[src/rtl/phy_rx_deframer.sv]
`default_nettype none
// ============================================================================
// Module   : phy_rx_deframer
// Brief    : Strips STP/SDP..END/EDB framing from the PHY symbol stream and
//            emits TLP/DLLP payload bytes with SOP/EOP/ABORT and error stats.
// Revision : 1.0 - initial release
// ============================================================================
module phy_rx_deframer #(
    parameter int         MAX_TLP_BYTES = 64,
    parameter int         DLLP_BYTES    = 6,
    parameter logic [7:0] STP           = 8'hFB,
    parameter logic [7:0] SDP           = 8'h5C,
    parameter logic [7:0] END           = 8'hFD,
    parameter logic [7:0] EDB           = 8'hFE
) (
    input  logic        CLK,
    input  logic        RESET_L,
    input  logic [7:0]  DATA_IN,
    input  logic [1:0]  CONTROL_IN,
    output logic [7:0]  PKT_DATA,
    output logic        PKT_VALID,
    output logic        PKT_SOP,
    output logic        PKT_EOP,
    output logic        PKT_ABORT,
    output logic        PKT_IS_DLLP,
    output logic        ERROR_DLL,
    output logic [15:0] PKT_COUNT,
    output logic [7:0]  ERR_COUNT
);

    // Counter holds up to MAX_TLP_BYTES+1 so the overflow byte is detectable.
    localparam int c_cnt_w = $clog2(MAX_TLP_BYTES + 2);
    localparam logic [c_cnt_w-1:0] c_max_tlp  = c_cnt_w'(MAX_TLP_BYTES);
    localparam logic [c_cnt_w-1:0] c_dllp_len = c_cnt_w'(DLLP_BYTES);
    localparam logic [1:0] c_cls_data  = 2'b00;
    localparam logic [1:0] c_cls_frame = 2'b01;

    typedef enum logic [1:0] {
        ST_IDLE    = 2'd0,
        ST_IN_TLP  = 2'd1,
        ST_IN_DLLP = 2'd2,
        ST_DISCARD = 2'd3
    } state_t;

    state_t               r_state;
    logic [c_cnt_w-1:0]   r_count;
    logic [7:0]           r_hold;
    logic                 r_hold_first;
    logic                 r_is_dllp;

    logic                 w_is_data;
    logic                 w_is_stp;
    logic                 w_is_sdp;
    logic                 w_is_end;
    logic                 w_is_edb;
    logic                 w_held;
    logic [c_cnt_w-1:0]   w_cnt_next;
    logic [c_cnt_w-1:0]   w_limit;

    logic                 w_emit;
    logic                 w_eop;
    logic                 w_abort;
    logic                 w_err;
    logic                 w_good;
    logic                 w_capture;
    logic                 w_open;
    state_t               w_next;

    assign w_is_data  = (CONTROL_IN == c_cls_data);
    assign w_is_stp   = (CONTROL_IN == c_cls_frame) && (DATA_IN == STP);
    assign w_is_sdp   = (CONTROL_IN == c_cls_frame) && (DATA_IN == SDP);
    assign w_is_end   = (CONTROL_IN == c_cls_frame) && (DATA_IN == END);
    assign w_is_edb   = (CONTROL_IN == c_cls_frame) && (DATA_IN == EDB);
    assign w_held     = (r_count != '0);
    assign w_cnt_next = r_count + 1'b1;
    assign w_limit    = (r_state == ST_IN_DLLP) ? c_dllp_len : c_max_tlp;

    always_comb begin
        w_emit    = 1'b0;
        w_eop     = 1'b0;
        w_abort   = 1'b0;
        w_err     = 1'b0;
        w_good    = 1'b0;
        w_capture = 1'b0;
        w_open    = 1'b0;
        w_next    = r_state;
        case (r_state)
            ST_IDLE: begin
                if (w_is_stp || w_is_sdp) begin
                    w_open = 1'b1;
                end else if (w_is_data || CONTROL_IN == c_cls_frame) begin
                    w_err = 1'b1;
                end
            end
            ST_IN_TLP, ST_IN_DLLP: begin
                if (w_is_data) begin
                    w_emit = w_held;
                    if (w_cnt_next > w_limit) begin
                        w_err   = 1'b1;
                        w_eop   = 1'b1;
                        w_abort = 1'b1;
                        w_next  = ST_DISCARD;
                    end else begin
                        w_capture = 1'b1;
                    end
                end else if (w_is_stp || w_is_sdp) begin
                    w_err   = 1'b1;
                    w_emit  = w_held;
                    w_eop   = 1'b1;
                    w_abort = 1'b1;
                    w_open  = 1'b1;
                end else if (w_is_end) begin
                    w_next = ST_IDLE;
                    if (!w_held) begin
                        w_err = 1'b1;
                    end else if (r_state == ST_IN_DLLP && r_count != c_dllp_len) begin
                        w_err   = 1'b1;
                        w_emit  = 1'b1;
                        w_eop   = 1'b1;
                        w_abort = 1'b1;
                    end else begin
                        w_emit = 1'b1;
                        w_eop  = 1'b1;
                        w_good = 1'b1;
                    end
                end else if (w_is_edb) begin
                    // Nullified TLP is legal; EDB closing a DLLP is not.
                    w_err   = (r_state == ST_IN_DLLP);
                    w_emit  = w_held;
                    w_eop   = 1'b1;
                    w_abort = 1'b1;
                    w_next  = ST_IDLE;
                end else begin
                    w_err   = 1'b1;
                    w_emit  = w_held;
                    w_eop   = 1'b1;
                    w_abort = 1'b1;
                    w_next  = ST_IDLE;
                end
            end
            default: begin
                if (w_is_stp || w_is_sdp) begin
                    w_open = 1'b1;
                end else if (w_is_end || w_is_edb) begin
                    w_next = ST_IDLE;
                end
            end
        endcase
        if (w_open) begin
            w_next = w_is_sdp ? ST_IN_DLLP : ST_IN_TLP;
        end
    end

    always_ff @(posedge CLK or negedge RESET_L) begin
        if (!RESET_L) begin
            r_state      <= ST_IDLE;
            r_count      <= '0;
            r_hold       <= 8'h00;
            r_hold_first <= 1'b0;
            r_is_dllp    <= 1'b0;
            PKT_DATA     <= 8'h00;
            PKT_VALID    <= 1'b0;
            PKT_SOP      <= 1'b0;
            PKT_EOP      <= 1'b0;
            PKT_ABORT    <= 1'b0;
            PKT_IS_DLLP  <= 1'b0;
            ERROR_DLL    <= 1'b0;
            PKT_COUNT    <= 16'h0000;
            ERR_COUNT    <= 8'h00;
        end else begin
            r_state   <= w_next;
            PKT_VALID <= w_emit;
            PKT_SOP   <= w_emit & r_hold_first;
            PKT_EOP   <= w_emit & w_eop;
            PKT_ABORT <= w_emit & w_abort;
            ERROR_DLL <= w_err;
            if (w_emit) begin
                PKT_DATA    <= r_hold;
                PKT_IS_DLLP <= r_is_dllp;
            end
            if (w_capture) begin
                r_hold       <= DATA_IN;
                r_hold_first <= (r_count == '0);
                r_count      <= w_cnt_next;
            end else if (w_open || (w_next != ST_IN_TLP && w_next != ST_IN_DLLP)) begin
                r_count <= '0;
            end
            if (w_open) begin
                r_is_dllp <= w_is_sdp;
            end
            if (w_good) begin
                PKT_COUNT <= PKT_COUNT + 16'd1;
            end
            if (w_err && ERR_COUNT != 8'hFF) begin
                ERR_COUNT <= ERR_COUNT + 8'd1;
            end
        end
    end

endmodule
`default_nettype wire

[config.mk]
export PLATFORM = sky130hd
export DESIGN_NAME = phy_rx_deframer
export DESIGN_NICKNAME = d
export VERILOG_FILES = /design/src/rtl/phy_rx_deframer.sv
export SDC_FILE = /design/constraint.sdc
export NUM_CORES = 1
export LEC_CHECK = 0
export CAP_MARGIN = 0
export CORE_ASPECT_RATIO = 0.5
export CORE_UTILIZATION = 25
export DETAILED_ROUTE_END_ITERATION = 12
export SLEW_MARGIN = 20
export SYNTH_ARGS = -nofsm -noshare
export SYNTH_HDL_FRONTEND = slang
export SYNTH_SLANG_ARGS = --single-unit
[constraint.sdc]
create_clock -name CLK -period 4.7 [get_ports CLK]
set_clock_uncertainty 0.05 [all_clocks]
set_input_delay 0.94 -clock CLK [delete_from_list [all_inputs] [get_ports CLK]]
set_output_delay 0.94 -clock CLK [all_outputs]
set_load 0.03 [all_outputs]
### M3 wires

Scale bar: 50 um.
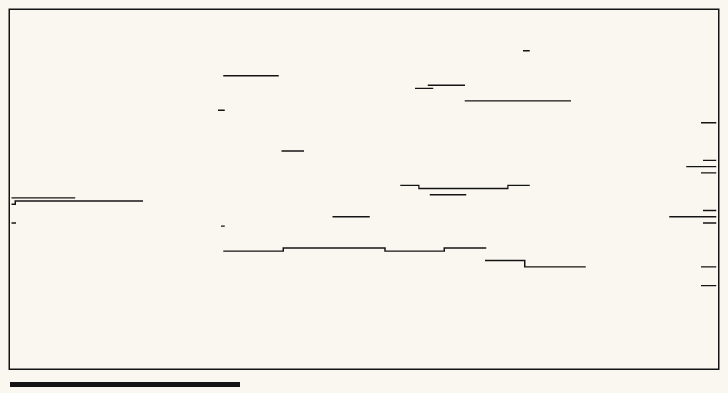
The layer holds 4.3% of the routed length. The longest straight run is 27.6 um. The layer carries 258 um of wire. The wires run mostly horizontal.

### Cell outlines without signal wires

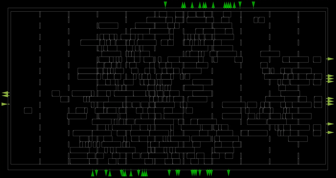
final sequential cell count: 57
floorplan core area: 11110 sq um
sequential share of cell area: 0.3724

### Local utilization

15 x 8 tiles, from black (low) to pale yellow (high), 0 to 100% covered.
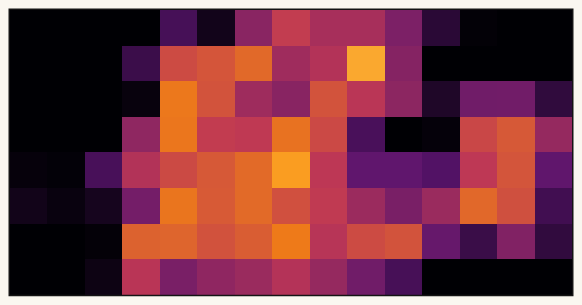
The fullest tile reaches 81%. 1.7% of the tiles are over 75% full. The mean over all tiles is 31%.

### Wires at chosen ports, followed through buffers

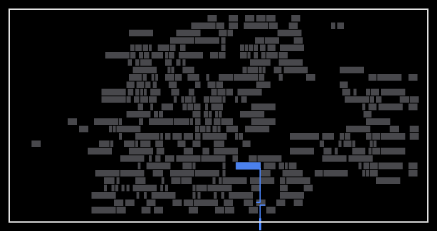
Blue marks PKT_SOP, bits 1, direction output, edge south, end cells 1, wire 21.4 um.

### Gate-type map

Scale bar: 50 um.
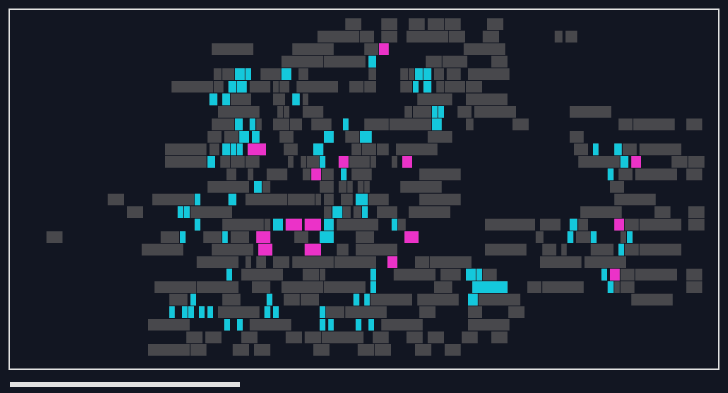
Cyan marks nand cells, cells 81. Magenta marks and/or cells, cells 15.
post-route insts no fill: 477
proportion of cell area occupied by multi-input gates: 0.3613

==> impl_table.tex <==
% Yosys + OpenROAD metrics
\begin{tabular}{lr}
\hline
Metric & Value \\
\hline
\multicolumn{2}{l}{\textbf{Run status}} \\
\quad Result of the run & completed \\
\multicolumn{2}{l}{\textbf{Route}} \\
\quad Wire length on met1 & 3045 um \\
\quad Final wirelength & 6078 um \\
\quad Via/cell ratio & 4.409 \\
\quad Remaining number of nets flagged by the antenna check after routing & 0 \\
\quad DRC marker count from the first detailed-route iteration & 150 \\
\multicolumn{2}{l}{\textbf{Clock tree}} \\
\quad Longest Clk Path Bufs & 2 \\
\quad Clock buffers created by TritonCTS & 9 \\
\quad Clock tree from TritonCTS & yes \\
\quad Setup repair bufs after CTS & 0 \\
\quad Reg clk slew, reported paths & 50 ps \\
\multicolumn{2}{l}{\textbf{Layout}} \\
\quad Final core area utilization & 0.3446 \\
\quad Logic cell area & 1384 sq um \\
\quad Area added between synthesis and finish & 33.09\% \\
\quad Number of ordinary inverters in the final layout & 8 \\
\quad Non-clock buffer count & 51 \\
\quad \# clk buffers & 12 \\
\multicolumn{2}{l}{\textbf{Floorplanning}} \\
\quad Initial cell density of the core & 0.2589 \\
\quad Well Taps & 145 \\
\multicolumn{2}{l}{\textbf{Critical path}} \\
\quad Slowest cell on the critical path & sky130\_fd\_sc\_hd\_\_nor2b\_1 \\
\quad Kind of critical path & primary input to register \\
\multicolumn{2}{l}{\textbf{GRT}} \\
\quad Pin count of the biggest net entering global routing & 58 \\
\multicolumn{2}{l}{\textbf{Synth}} \\
\quad Post-synthesis sequential area ratio & 0.4957 \\
\quad Post-synthesis cell count & 273 \\
\quad Fraction of registers with async set/reset & 1.000 \\
\quad Complex-gate fraction of the synthesized area & 0.06522 \\
\quad Simple logic cell fraction of the synthesized area & 0.2326 \\
\quad Largest logic family & simple AND/OR/NAND/NOR gates \\
\quad Mux area share & 0.05348 \\
\multicolumn{2}{l}{\textbf{Timing}} \\
\quad Hold violation total from the final report & 0 \\
\quad Total Neg Setup Slack & 0 ps \\
\quad Fin worst setup slack & 1300 ps \\
\quad Transition at the pin with the smallest max-transition slack & 890.1 ps \\
\quad Fin crit period & 3400 ps \\
\quad Peak Freq & between 0.2 and 0.3 GHz \\
\quad Final cycle utilization of the critical path & 0.7234 \\
\hline
\end{tabular}
[flip-flops by register name (all words and copies together) (netlist names), 2 cells and up]
signal,cells
r_hold,8
ERR_COUNT,8
r_state,2
r_count,7
PKT_COUNT,16
PKT_DATA,8
[synthesized netlist by cell type (2+ instances only)]
cell,number,area [sq um]
sky130_fd_sc_hd__nand2b_1,5,31.28
sky130_fd_sc_hd__nor2b_1,2,12.51
sky130_fd_sc_hd__nor3_1,5,25.02
sky130_fd_sc_hd__and4_1,2,17.52
sky130_fd_sc_hd__mux2_2,10,112.6
sky130_fd_sc_hd__ha_1,11,137.6
sky130_fd_sc_hd__nor3b_1,2,15.01
sky130_fd_sc_hd__and3_1,4,25.02
sky130_fd_sc_hd__nand2_1,48,180.2
sky130_fd_sc_hd__nand4_1,7,43.79
sky130_fd_sc_hd__clkbuf_1,2,7.510
sky130_fd_sc_hd__and4b_1,3,30.03
sky130_fd_sc_hd__o22ai_1,5,31.28
sky130_fd_sc_hd__nand3b_1,2,15.01
sky130_fd_sc_hd__nor2_2,3,18.77
sky130_fd_sc_hd__nor2_1,12,45.04
sky130_fd_sc_hd__xor2_1,15,131.4
sky130_fd_sc_hd__o22a_1,2,17.52
sky130_fd_sc_hd__mux2_4,2,30.03
sky130_fd_sc_hd__o21ai_2,2,17.52
sky130_fd_sc_hd__o21ai_0,6,30.03
sky130_fd_sc_hd__o31ai_1,2,15.01
sky130_fd_sc_hd__buf_2,6,30.03
sky130_fd_sc_hd__nand3_1,17,85.08
sky130_fd_sc_hd__xnor2_1,10,87.58
sky130_fd_sc_hd__dfrtp_1,57,1426
sky130_fd_sc_hd__a21o_1,2,15.01
sky130_fd_sc_hd__and2_1,2,12.51
sky130_fd_sc_hd__a21oi_1,2,10.01
sky130_fd_sc_hd__inv_1,8,30.03
[report_power, final]
group          internal (uW)  leakage, uW  switching (uW)
clock network            438     0.000149             222
registers                539     0.000778            44.3
logic                    114     0.000792             130
[through the flow]
step	hold WS [ps]	std cells
2_1_floorplan	383.1	273
3_3_place_gp	399.2	461
3_5_place_dp	404.3	461
4_1_cts	416.5	477
5_1_grt	439.7	477
6_report	410.0	477
[worst paths after layout]
path,start,end,slack [ps],cells after the start
worst max-delay path,CONTROL_IN[1],ERR_COUNT[7]$_DFFE_PN0P_,1300,8
worst min-delay path,r_hold[2]$_DFFE_PN0P_,PKT_DATA[2]$_DFFE_PN0P_,410,2
worst max register to register,r_state[0]$_DFF_PN0_,r_hold[3]$_DFFE_PN0P_,1540,10
worst min register to register,r_hold[2]$_DFFE_PN0P_,PKT_DATA[2]$_DFFE_PN0P_,410,2
max in group asynchronous,RESET_L,PKT_COUNT[15]$_DFFE_PN0P_,3400,2
min in group asynchronous,RESET_L,r_count[2]$_DFFE_PN0P_,700,2
[routing by layer]
layer / up-vias / GRT usage
li1: 1060 / -
met1: 1002 / 0.1437
met2: 33 / 0.1645
met3: 8 / 0.04078
met4: 0 / 0.04800
met5: - / 0
[worst min-delay path: cells and delay by family (launching register included)]
family           cells  cell delay, ps
DFF                  1             330
and+or+nand+nor      2             100
Power and IR drop assume default switching activity.
